--- config.mk ---
export PLATFORM = sky130hd
export DESIGN_NAME = servo_position_ctrl
export DESIGN_NICKNAME = d
export VERILOG_FILES = /design/src/rtl/servo_position_ctrl.sv
export SDC_FILE = /design/constraint.sdc
export NUM_CORES = 1
export LEC_CHECK = 0
export CORE_MARGIN = 5
export CORE_UTILIZATION = 44
export CTS_BUF_LIST = sky130_fd_sc_hd__clkbuf_2 sky130_fd_sc_hd__clkbuf_4 sky130_fd_sc_hd__clkbuf_8
export DETAILED_ROUTE_END_ITERATION = 16
export GPL_TIMING_DRIVEN = 0
export SETUP_SLACK_MARGIN = 0.02
export SLEW_MARGIN = 20
export SYNTH_ARGS = -nofsm -noshare
export SYNTH_HDL_FRONTEND = slang
export SYNTH_SLANG_ARGS = --single-unit
--- constraint.sdc ---
create_clock -name clock_clk -period 10.4 [get_ports clock_clk]
set_clock_uncertainty 0.05 [all_clocks]
set_input_delay 3.12 -clock clock_clk [delete_from_list [all_inputs] [get_ports clock_clk]]
set_output_delay 3.12 -clock clock_clk [all_outputs]
set_load 0.02 [all_outputs]
--- src/rtl/servo_position_ctrl.sv ---
// Supervised servo move sequencer: slews speed_cmd toward a target angle from feedback samples,
// detects settling and enforces a RUN timeout. Optional interrupt logic under SERVO_CTRL_IRQ_EN.
module servo_position_ctrl #(
  parameter int NEUTRAL      = 1500,
  parameter int MAX_DELTA    = 500,
  parameter int TOL          = 2,
  parameter int HOLD_SAMPLES = 4
) (
  input  logic        clock_clk,
  input  logic        reset,
  input  logic [2:0]  address,
  input  logic        read,
  input  logic        write,
  input  logic        cs,
  input  logic [31:0] writedata,
  output logic [31:0] readdata,
  input  logic [31:0] angle,
  input  logic        angle_valid,
  output logic [31:0] speed_cmd,
  output logic        irq
);

  localparam int HW = $clog2(HOLD_SAMPLES + 1);
  localparam logic signed [33:0] MAX_S = 34'(MAX_DELTA);

  typedef enum logic [1:0] {IDLE = 2'd0, RUN = 2'd1, DONE = 2'd2, FAULT = 2'd3} state_t;

  state_t             state_q, state_d;
  logic        [31:0] target_sh_q, target_q, target_d;
  logic        [31:0] step_q, timeout_q, angle_q;
  logic signed [31:0] offset_q, offset_d;
  logic        [31:0] speed_q, speed_d;
  logic        [HW-1:0] hold_q, hold_d, hold_inc;
  logic        [31:0] tcnt_q, tcnt_d, tcnt_inc;
  logic               done_q, done_d, fault_q, fault_d;
  logic               done_set, fault_set;
  logic        [31:0] readdata_q, rdata_mux;
  logic               irq_en_rd;

  logic               wr, rd, start, abort, clr_done, clr_fault;
  logic        [31:0] step_eff;
  logic signed [32:0] err;
  logic        [32:0] abs_err;
  logic               in_tol;
  logic signed [33:0] off_ext, step_ext, up, dn, toward0, toward_tgt;

  assign wr        = cs & write;
  assign rd        = cs & read;
  assign start     = wr && (address == 3'd0) && writedata[0];
  assign abort     = wr && (address == 3'd0) && writedata[1];
  assign clr_done  = wr && (address == 3'd4) && writedata[2];
  assign clr_fault = wr && (address == 3'd4) && writedata[3];

  // Slew arithmetic is done 34 bits wide so a huge STEP cannot wrap past the clamp.
  assign step_eff = (step_q == 32'd0) ? 32'd1 : step_q;
  assign err      = $signed({target_q[31], target_q}) - $signed({angle[31], angle});
  assign abs_err  = err[32] ? (33'd0 - 33'(err)) : 33'(err);
  assign in_tol   = abs_err <= 33'(TOL);
  assign off_ext  = 34'(offset_q);
  assign step_ext = $signed({2'b00, step_eff});
  assign up       = off_ext + step_ext;
  assign dn       = off_ext - step_ext;
  assign hold_inc = hold_q + HW'(1);
  assign tcnt_inc = tcnt_q + 32'd1;

  always_comb begin
    toward0 = 34'sd0;
    if (off_ext > 34'sd0)      toward0 = (dn < 34'sd0) ? 34'sd0 : dn;
    else if (off_ext < 34'sd0) toward0 = (up > 34'sd0) ? 34'sd0 : up;
    if (!err[32]) toward_tgt = (up > MAX_S) ? MAX_S : up;
    else          toward_tgt = (dn < -MAX_S) ? -MAX_S : dn;
  end

  // Abort beats start, start (retarget) beats sampling, a settling sample beats the timeout.
  always_comb begin
    state_d   = state_q;
    offset_d  = offset_q;
    hold_d    = hold_q;
    tcnt_d    = tcnt_q;
    target_d  = target_q;
    done_set  = 1'b0;
    fault_set = 1'b0;
    case (state_q)
      RUN: begin
        if (abort) begin
          state_d  = IDLE;
          offset_d = '0;
        end else if (start) begin
          target_d = target_sh_q;
          hold_d   = '0;
          tcnt_d   = '0;
        end else begin
          tcnt_d = tcnt_inc;
          if (angle_valid) begin
            if (in_tol) begin
              hold_d   = hold_inc;
              offset_d = 32'(toward0);
            end else begin
              hold_d   = '0;
              offset_d = 32'(toward_tgt);
            end
          end
          if (angle_valid && in_tol && (hold_inc == HW'(HOLD_SAMPLES))) begin
            state_d  = DONE;
            offset_d = '0;
            hold_d   = '0;
            done_set = 1'b1;
          end else if ((timeout_q != 32'd0) && (tcnt_inc == timeout_q)) begin
            state_d   = FAULT;
            offset_d  = '0;
            fault_set = 1'b1;
          end
        end
      end
      default: begin
        if (start && !abort) begin
          state_d  = RUN;
          target_d = target_sh_q;
          hold_d   = '0;
          tcnt_d   = '0;
          offset_d = '0;
        end
      end
    endcase
  end

  assign speed_d = 32'(NEUTRAL) + offset_d;
  // A new event sets a sticky bit even if software clears it in the same cycle.
  assign done_d  = (done_q & ~clr_done) | done_set;
  assign fault_d = (fault_q & ~clr_fault) | fault_set;

  always_comb begin
    rdata_mux = 32'd0;
    case (address)
      3'd0: rdata_mux = {29'd0, irq_en_rd, 2'b00};
      3'd1: rdata_mux = target_sh_q;
      3'd2: rdata_mux = step_q;
      3'd3: rdata_mux = timeout_q;
      3'd4: rdata_mux = {28'd0, fault_q, done_q, state_q};
      3'd5: rdata_mux = angle_q;
      3'd6: rdata_mux = speed_q;
      default: rdata_mux = 32'd0;
    endcase
  end

  always_ff @(posedge clock_clk) begin
    if (reset) begin
      state_q     <= IDLE;
      target_sh_q <= '0;
      target_q    <= '0;
      step_q      <= 32'd10;
      timeout_q   <= 32'd50_000_000;
      angle_q     <= '0;
      offset_q    <= '0;
      speed_q     <= 32'(NEUTRAL);
      hold_q      <= '0;
      tcnt_q      <= '0;
      done_q      <= 1'b0;
      fault_q     <= 1'b0;
      readdata_q  <= '0;
    end else begin
      state_q  <= state_d;
      target_q <= target_d;
      offset_q <= offset_d;
      speed_q  <= speed_d;
      hold_q   <= hold_d;
      tcnt_q   <= tcnt_d;
      done_q   <= done_d;
      fault_q  <= fault_d;
      if (angle_valid)              angle_q     <= angle;
      if (wr && address == 3'd1)    target_sh_q <= writedata;
      if (wr && address == 3'd2)    step_q      <= writedata;
      if (wr && address == 3'd3)    timeout_q   <= writedata;
      if (rd)                       readdata_q  <= rdata_mux;
    end
  end

`ifdef SERVO_CTRL_IRQ_EN
  logic irq_en_q, irq_q;

  always_ff @(posedge clock_clk) begin
    if (reset) begin
      irq_en_q <= 1'b0;
      irq_q    <= 1'b0;
    end else begin
      if (wr && address == 3'd0) irq_en_q <= writedata[2];
      irq_q <= irq_en_q & (done_q | fault_q);
    end
  end

  assign irq_en_rd = irq_en_q;
  assign irq       = irq_q;
`else
  assign irq_en_rd = 1'b0;
  assign irq       = 1'b0;
`endif

  assign readdata  = readdata_q;
  assign speed_cmd = speed_q;

endmodule
==> impl_metrics.py, run 1 <==
# Flow results
metrics = {
    "final_layout": {
        "clock_buffer_count": 74,
        "comb_cells": 2501,
        "flop_area_um2": 5870,
        "layout_top_cells": "467 x nand2_1, 301 x nor2_1, 298 x a21oi_1",
        "fin_util": 0.512,
        "area_delta_synth_final_pct": 15.2,
        "fillCellCount": 5183,
        "comb_area_frac": 0.597,
        "nonClkBufAreaFrac": 0.0871,
        "layout.nets": 3521,
        "lay_top_count": "nand2_1",
        "nNonClkBuffers": 361,
    },
    "floorplan": {
        "die_h_um": 238,
        "fp_util": 0.445,
        "n_tap_cell": 680,
    },
    "drt": {
        "first_iter_violations": 2614,
        "drc": 0,
        "viasPerCell": 6.24,
        "wl_met2_mm": 50.1,
        "wirelength_met1_mm": 39.9,
        "ant_nets": 0,
        "top_layer": "met4",
    },
    "global_route": {
        "global_route.overflow_total": 0,
        "grt_pass1_wl_mm": 153,
        "grtUsageMet1": 0.420,
        "busiest_layer": "met2",
    },
    "worst_setup_path": {
        "critPathLaunch": "angle[0]",
        "crit_end": "speed_cmd[24]$_SDFF_PP0_",
        "r2r_cells": 25,
        "critical_path_class": "input port to flip-flop",
        "cp_slowest_cell": "clkdlybuf4s50_1",
        "timing.rr.end": "speed_cmd[31]$_SDFF_PP0_",
        "max_stage_delay_ps": 570,
        "r2r_start": "step_q[27]$_SDFFE_PP0P_",
        "r2r_setup_slack_ps": 880,
    },
    "pwr": {
        "power_mw": 2.73,
        "internal-power_mw": 1.92,
        "largestPowerGroup": "sequential cells",
        "power_density_nw_per_um2": 104,
        "max-vdd-ir-drop_uv": 92.0,
        "pg_comb_mw": 0.414,
    },
    "synth": {
        "fp_nets": 3329,
        "yosysTopAreaCell": "dfxtp_1",
        "yosysSeqAreaShare": 0.257,
        "synth_area_um2": 22800,
        "syn_area_per_cell_um2": 7.26,
        "ys_ff": 293,
        "xor_share": 0.0511,
        "async_flop_share": 0,
        "yosys_cells": 3144,
        "synth_warnings": 0,
        "synthFlopType": "dfxtp_1",
        "top_cell_area_share": 0.257,
        "top_cells_by_area": "dfxtp_1 26%, nand2_1 7.7%, a21oi_1 6.6%, ha_1 6.0%, nor2_1 5.0%",
        "muxShareOfSynthArea": 0.0504,
        "logic_family": "simple AND/OR/NAND/NOR gates",
        "yosys_area_um2": 22800,
        "synthAdderAreaFrac": 0.0624,
    },
    "flow_run": {
        "warning_count": 68,
    },
    "hold_path": {
        "hold_path_startpoint": "target_q[17]$_SDFFE_PP0P_",
        "min_to": "target_q[17]$_SDFFE_PP0P_",
        "hold_path_depth": 2,
    },
    "timing": {
        "setup_ws_ps": 359,
        "tns_ps": 0,
        "worst_slew_pin_slew_ps": 1200,
        "relSlewSlack": 0.203,
        "setup_violations": 0,
        "rsz0062_at_grt": "no",
    },
    "clock_network": {
        "path_clk_slew_ps": 60,
        "clock_sinks": 293,
        "cts_root_buffer": "clkbuf_8",
        "h-tree-depth": 2,
        "post_cts_buffers": 3,
        "ctsResizeCount": 9,
    },
    "status": {
        "status": "completed",
    },
    "place": {
        "place_ws_ps": -1600,
        "gp_congestion": 1.02,
    },
}
**Run 1: signal wires by layer**

Bar = 50 µm.
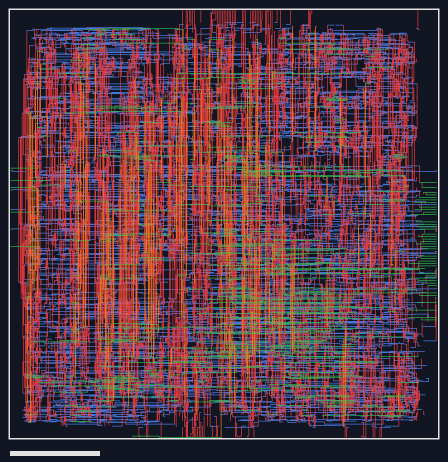
Red stands for met2, wire length 50.1 mm. Orange stands for met4, wire length 7730 µm. Green stands for met3, wire length 7680 µm. Blue stands for met1, wire length 39.9 mm.
gr usage total: 0.353
Detailed Route WL: 105 mm
WL/cell: 26.0 µm
via count: 25262

**Run 1: wires at chosen ports, followed through buffers**

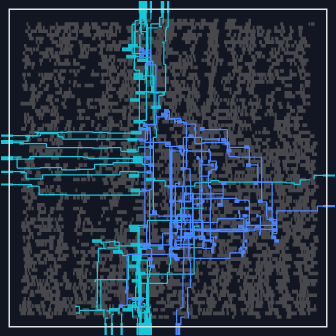
Cyan stands for speed_cmd, bits 32, direction output, edge 14 bottom, 10 top, 7 left, 1 right, end cells 32, buffers 34, wire 2830 µm. Blue stands for address, bits 3, direction input, edge 2 bottom, 1 right, end cells 123, buffers 16, wire 2700 µm.
Ports: 138
number of buffers added on ports: 133

**Run 1: layout detail**

Window x 104 to 134, y 104 to 134 µm. Cells in grey, sequential cells in the stronger grey; small squares are vias.
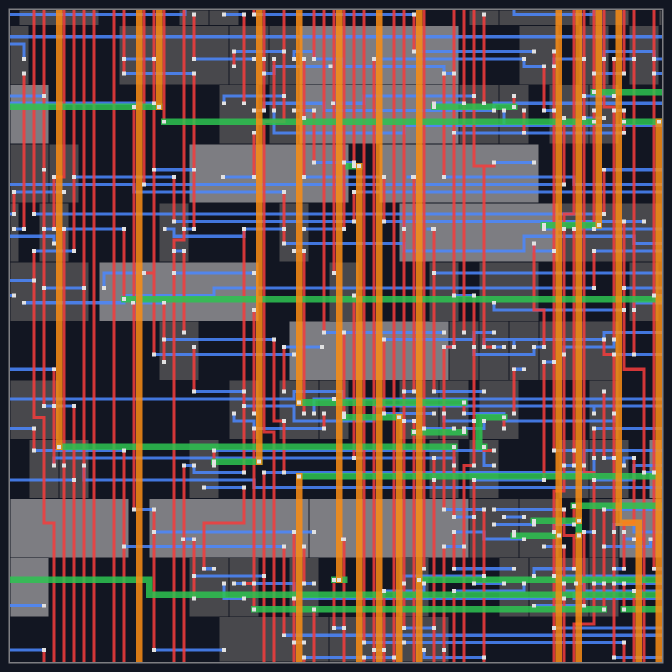
Orange stands for met4. Red stands for met2. Green stands for met3. Blue stands for met1.
Netlist names of flops here include timeout_q (6), target_sh_q (3). Most frequent: nand2_1 (26), dfxtp_1 (10), a21oi_1 (7). 66 logic cells have their middle in the window. Sequential cells in the window: 10.

**Run 1: clock wiring as the flow saved it**

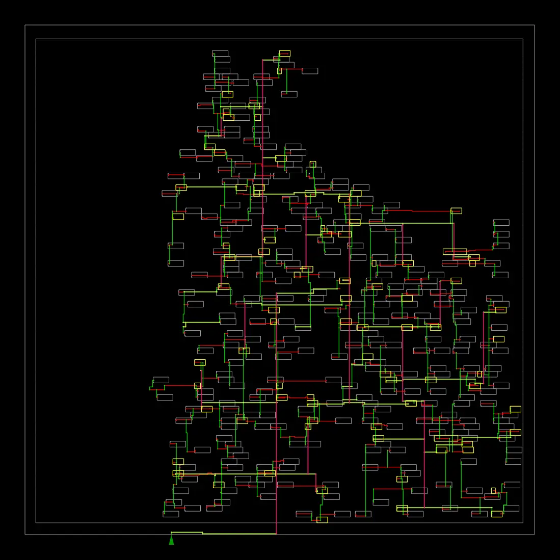
Clk power: 1.16 mW
Latency at later pin: 650 ps
Flops: 293

==> run 2, diff against run 1 <==
--- a/config.mk
+++ b/config.mk
@@ -10,6 +10,7 @@
 export CTS_BUF_LIST = sky130_fd_sc_hd__clkbuf_2 sky130_fd_sc_hd__clkbuf_4 sky130_fd_sc_hd__clkbuf_8
 export DETAILED_ROUTE_END_ITERATION = 16
 export GPL_TIMING_DRIVEN = 0
+export MAX_ROUTING_LAYER = met4
 export SETUP_SLACK_MARGIN = 0.02
 export SLEW_MARGIN = 20
 export SYNTH_ARGS = -nofsm -noshare
**Run 2: cells by drive strength**

Bar = 50 µm.
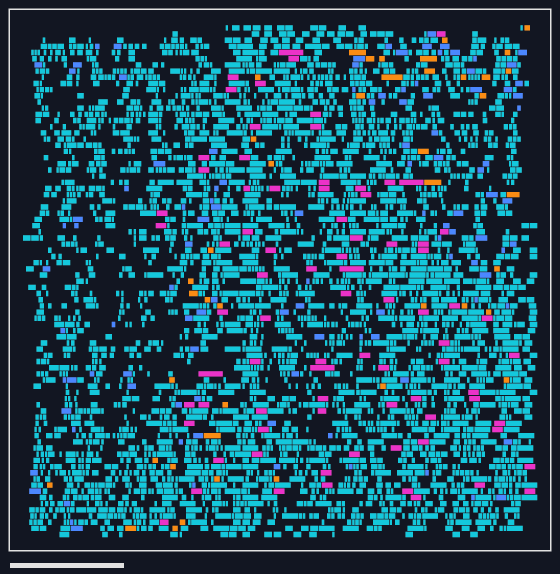
Cyan stands for drive 1 or less, cells 3149, share 93%, most used nand2_1. Magenta stands for drive 6 and up, cells 80, share 2.4%, most used clkbuf_8. Orange stands for drive 3 to 4, cells 42, share 1.2%, most used buf_4. Blue stands for drive 2, cells 108, share 3.2%, most used buf_2.
synthesis-to-layout area growth: 16.0%
setup slack after layout: 197 ps

==> run 2 against run 1 <==
Effect of this change: via count is 1.2% higher; combinational power is 1% higher; area after synthesis stayed put; highest routed layer unchanged; fmax is 1.6% lower; sequential share of layout area is 0.14 points lower; first-iteration DRC count is 2.8% lower; flip-flop count stayed put; routed wire length is 1.2% higher; worst hold slack better by 3.3 ps; critical path depth is 7 lower; non-clock buffer count stayed put; worst setup slack worse by 160 ps.
==> impl_metrics.py, run 2 <==
# Flow results
metrics = {
    "final_layout": {
        "flop_area_um2": 5870,
        "layout.nets": 3523,
        "layout_top_cells": "467 x nand2_1, 301 x nor2_1, 296 x a21oi_1",
        "nonClkBufAreaFrac": 0.0866,
        "final_area_um2": 26500,
        "fillCellCount": 5120,
        "fin_util": 0.516,
        "lay_top_count": "nand2_1",
        "comb_cells": 2501,
        "seq_cells": 293,
        "comb_area_um2": 15700,
        "nNonClkBuffers": 361,
    },
    "global_route": {
        "grtUsageTotal": 0.367,
        "use_met2": 0.622,
        "grtUsageMet1": 0.421,
        "global_route.overflow_total": 0,
    },
    "drt": {
        "ant_nets": 0,
        "first_iter_violations": 2541,
        "top_layer": "met4",
        "wirelength_mm": 107,
        "viasPerCell": 6.30,
        "num_vias": 25572,
        "drt-wirelength-per-cell_um": 26.3,
        "wirelength_met1_mm": 40.1,
        "wl_met2_mm": 51.3,
        "drc": 0,
    },
    "worst_setup_path": {
        "arrival_ps": 10660,
        "r2r_start": "step_q[27]$_SDFFE_PP0P_",
        "max_stage_delay_ps": 840,
        "crit_end": "speed_cmd[30]$_SDFF_PP0_",
        "end_kind": "flip-flop",
        "cp_slowest_cell": "mux2i_1",
        "critical_path_class": "input port to flip-flop",
        "timing.rr.end": "speed_cmd[30]$_SDFF_PP0_",
        "critPathLaunch": "angle[0]",
        "r2r_cells": 27,
        "r2r_setup_slack_ps": 760,
    },
    "hold_path": {
        "hold_path_depth": 2,
        "min_to": "target_q[18]$_SDFFE_PP0P_",
    },
    "synth": {
        "async_flop_share": 0,
        "logic_family": "simple AND/OR/NAND/NOR gates",
        "synth_warnings": 0,
        "syn_area_per_cell_um2": 7.26,
        "top_cell_area_share": 0.257,
        "edf_count": 0,
        "yosysSeqAreaShare": 0.257,
        "top_cells_by_area": "dfxtp_1 26%, nand2_1 7.7%, a21oi_1 6.6%, ha_1 6.0%, nor2_1 5.0%",
        "synthAdderAreaFrac": 0.0624,
        "synth_area_um2": 22800,
        "muxShareOfSynthArea": 0.0504,
        "yosys_cells": 3144,
        "yosys_area_um2": 22800,
        "yosysTopAreaCell": "dfxtp_1",
        "ys_ff": 293,
        "fp_nets": 3329,
    },
    "clock_network": {
        "clock_sinks": 293,
        "h-tree-depth": 2,
        "post_cts_buffers": 1,
        "path_clk_slew_ps": 60,
        "ctsResizeCount": 8,
        "clk_latency_ps": 650,
        "cts_root_buffer": "clkbuf_8",
    },
    "floorplan": {
        "io_pins": 138,
        "die_h_um": 238,
        "fp_util": 0.445,
    },
    "place": {
        "portBuffers": 133,
        "gp_congestion": 1.03,
        "place_ws_ps": -1400,
    },
    "flow_run": {
        "warning_count": 67,
    },
    "pwr": {
        "clock_power_mw": 1.30,
        "power_mw": 2.87,
        "largestPowerGroup": "clock",
        "power_density_nw_per_um2": 109,
    },
    "timing": {
        "tns_ps": 0,
        "setup_violations": 0,
        "rsz0062_at_grt": "yes",
    },
    "status": {
        "status": "completed",
    },
}
**Run 2: wires at chosen ports, followed through buffers**

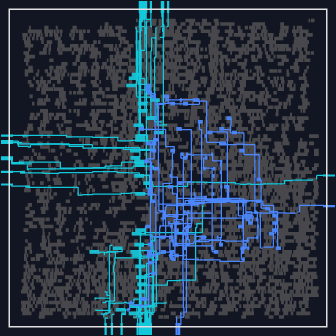
Cyan stands for speed_cmd, bits 32, direction output, edge 14 bottom, 10 top, 7 left, 1 right, end cells 32, buffers 34, wire 3060 µm. Blue stands for address, bits 3, direction input, edge 2 bottom, 1 right, end cells 123, buffers 16, wire 2790 µm.

Power figures rest on the tool's default switching activity, not on a simulated workload.
